===== src/rtl/rr_req_encoder.sv =====
// rr_req_encoder: 16-to-4 round-robin request encoder.
// Request strobes are captured as sticky pending bits. One pending index at a
// time is offered on SEL/GNT with a VLD/ACK handshake. A rotating search
// pointer, advanced past each accepted index, keeps the grants fair.
module rr_req_encoder #(
   parameter int N        = 16,
   parameter int SW       = 4,
   parameter int PTR_INIT = 0
) (
   input  logic          CLK,
   input  logic          RST,
   input  logic [N-1:0]  REQ,
   input  logic          ACK,
   output logic [SW-1:0] SEL,
   output logic [N-1:0]  GNT,
   output logic          VLD,
   output logic [N-1:0]  PEND
);

   typedef enum logic {IDLE = 1'b0, GRANT = 1'b1} state_e;

   state_e        state_q, state_d;
   logic [N-1:0]  pend_q, pend_d;
   logic [SW-1:0] sel_q, sel_d;
   logic [SW-1:0] ptr_q, ptr_d;

   logic [N-1:0]  clr;
   logic          found;
   logic [SW-1:0] found_idx;
   logic [SW-1:0] cand;

   assign VLD  = (state_q == GRANT);
   assign SEL  = sel_q;
   assign PEND = pend_q;
   assign GNT  = VLD ? (N'(1) << sel_q) : '0;

   // Pending bits: an accepted grant clears its bit, a same-cycle request re-sets it.
   always_comb begin
      clr = '0;
      if (VLD && ACK) clr = N'(1) << sel_q;
      pend_d = (pend_q & ~clr) | REQ;
   end

   // Wrapping search from the pointer; scanning downward leaves the nearest hit.
   always_comb begin
      found     = 1'b0;
      found_idx = '0;
      cand      = '0;
      for (int i = N - 1; i >= 0; i--) begin
         cand = ptr_q + SW'(i);
         if (pend_q[cand]) begin
            found     = 1'b1;
            found_idx = cand;
         end
      end
   end

   // Grant FSM: pick an index when idle, hold it until acknowledged.
   always_comb begin
      state_d = state_q;
      sel_d   = sel_q;
      ptr_d   = ptr_q;
      unique case (state_q)
         IDLE: begin
            if (found) begin
               sel_d   = found_idx;
               state_d = GRANT;
            end
         end
         GRANT: begin
            if (ACK) begin
               ptr_d   = sel_q + SW'(1);
               state_d = IDLE;
            end
         end
         default: state_d = IDLE;
      endcase
   end

   // State registers; reset discards any grant in flight and all pending bits.
   always_ff @(posedge CLK or posedge RST) begin
      if (RST) begin
         state_q <= IDLE;
         pend_q  <= '0;
         sel_q   <= '0;
         ptr_q   <= SW'(PTR_INIT);
      end else begin
         state_q <= state_d;
         pend_q  <= pend_d;
         sel_q   <= sel_d;
         ptr_q   <= ptr_d;
      end
   end

endmodule

===== config.mk =====
export PLATFORM = sky130hd
export DESIGN_NAME = rr_req_encoder
export DESIGN_NICKNAME = d
export VERILOG_FILES = /design/src/rtl/rr_req_encoder.sv
export SDC_FILE = /design/constraint.sdc
export NUM_CORES = 1
export LEC_CHECK = 0
export CAP_MARGIN = 10
export CORE_UTILIZATION = 55
export CTS_CLUSTER_SIZE = 14
export DETAILED_ROUTE_END_ITERATION = 10
export PLACE_DENSITY = 0.83
export SYNTH_ARGS = -nofsm -noshare
export SYNTH_HDL_FRONTEND = slang
export SYNTH_SLANG_ARGS = --single-unit

===== constraint.sdc =====
create_clock -name CLK -period 8.35 [get_ports CLK]
set_input_delay 0.835 -clock CLK [delete_from_list [all_inputs] [get_ports CLK]]
set_output_delay 0.835 -clock CLK [all_outputs]
set_load 0.05 [all_outputs]

layer_met3.png
The bar under the picture is 20 um long.
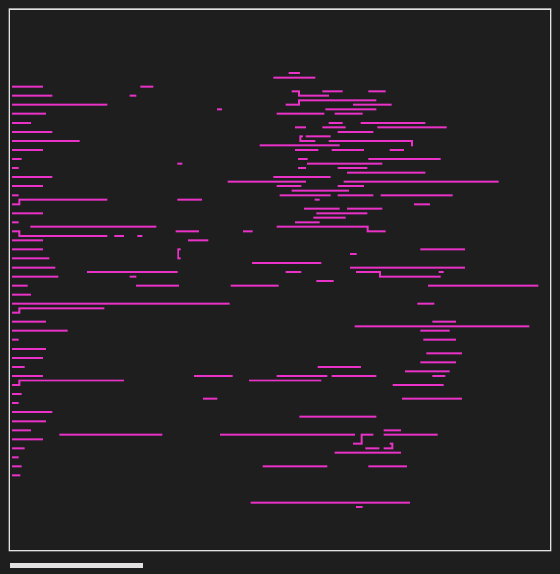
The layer carries 896 um of wire. 110 nets have wire on it.
vias after detailed routing: 3378
wirelength, routed: 10.5 mm
met3 demand-to-capacity share in global routing: 5.28%

clocks.png
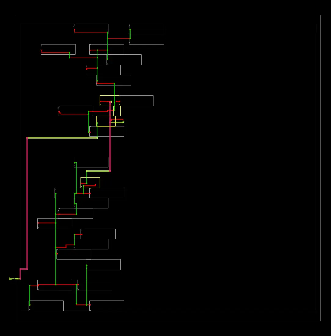
clock latency at the later pin of the worst-skew pair: 270 ps
power in the clock group: 0.0719 mW
clock skew: 2.96 ps

==> run summary <==
Max Fanout on Critical Path -> 26
Tap cell count -> 75
Ports -> 56
Combinational power -> 1.05 mW
Worst Path Required -> 8510 ps
Antenna violations before repair -> 0
Number of clock buffer instances in the layout -> 3
Power in sequential cells -> 0.217 mW
FF+latch count -> 25
Total congestion overflow -> 0
Clock tree from TritonCTS -> done
Number of standard cells in the final layout excluding fillers -> 485
Vias per Instance -> 6.96
Power share of the sequential group -> 16.2%
Area of the die -> 6600 um2
Post-CTS repair timing setup buffer count -> 0
Non-clock inverter total of the final layout -> 16
Die boundary width -> 81.2 um
Area after detailed placement -> 4000 um2
Synth Area in Compound Gates -> 16.9%
Worst hold slack after final layout -> 627 ps
Register bit count reported by yosys -> 25
Setup ws final -> 3410 ps
Global routing met2 resource utilization -> 56.6%
Start point of the worst min-delay path -> PEND[7]$_DFF_PP0_
Ranking of synthesized cells by area -> sky130_fd_sc_hd__dfrtp_1, sky130_fd_sc_hd__mux4_1, sky130_fd_sc_hd__mux2i_1
Maximum number of pins on one net before global-route repair -> 39
DRC violations left -> 0
Total routing usage reported by global routing -> 33.9%
Portion of the clock cycle consumed by the worst path in the final layout -> 59.1%
Num Clock Sinks -> 25
Register share after synthesis -> 18.1%
Maximum clock path buffer count -> 2
Most numerous logic cells after layout -> sky130_fd_sc_hd__clkdlybuf4s50_1, sky130_fd_sc_hd__nand2_1, sky130_fd_sc_hd__nor2_1
Worst supply voltage drop on vdd -> 0.313 mV
Most used standard cell by instance count after synthesis -> sky130_fd_sc_hd__nand2_1
Worst hold path depth -> 1
Avg Inst Size Synth -> 9.46 um2
Worst reg2reg setup slack -> 3410 ps
Non-Clock Buffer Area Fraction -> 14.2%
R2r endpoint -> SEL[3]$_DFFE_PP0P_
Proportion of total power due to net switching -> 56.1%
Port bufs -> 55
Endpoint of the worst setup timing path -> SEL[3]$_DFFE_PP0P_
Pwr/cell area -> 331 nW/um2
Overall power after layout -> 1.34 mW
Final setup violation count -> 0
Unrepaired setup endpoints after global routing -> false
Tally of OpenROAD warnings -> 35
Area share of xor/xnor cells in the synthesized design -> 4.28%
Number of antenna repair diodes -> 0
Number of resized instances in the post-cts repair step -> 0
First-pass GRT wire length -> 16.8 mm
Initial core utilization -> 57.6%
Post-Route Setup TNS -> 0 ps
Count of different cell masters after synthesis -> 60
FA/HA/MAJ Cells, Area Fraction -> 4.71%
Status -> completed
Yosys stat area -> 3450 um2
Number of hold violations in the final report -> 0
Post-layout minimum cycle time -> 4940 ps
Cell accounting for the most synthesized area -> sky130_fd_sc_hd__dfrtp_1
## per-layer routing
metal  share of wire, %  up-vias
li1                   -     1503
met1                 41     1618
met2                 47      221
met3                8.5       36
met4                4.2        0
met5                  0        -
## critical path, cell delays in order, from the launching register on
cell and delay [ps]:
sky130_fd_sc_hd__dfrtp_1 1040, sky130_fd_sc_hd__clkinv_1 590, sky130_fd_sc_hd__ha_1 750, sky130_fd_sc_hd__clkinv_1 390
sky130_fd_sc_hd__mux2i_2 390, sky130_fd_sc_hd__o22ai_1 180, sky130_fd_sc_hd__nor4_2 300, sky130_fd_sc_hd__or4b_1 480
sky130_fd_sc_hd__o31ai_2 220, sky130_fd_sc_hd__o22ai_1 190, sky130_fd_sc_hd__mux2_4 290
## state kept, by name (all words and copies together), names as in the netlist
signal and cells:
PEND 16, SEL 4, VLD 1, ptr_q 4
No activity file was given, so power comes from the tool's default toggle rates.
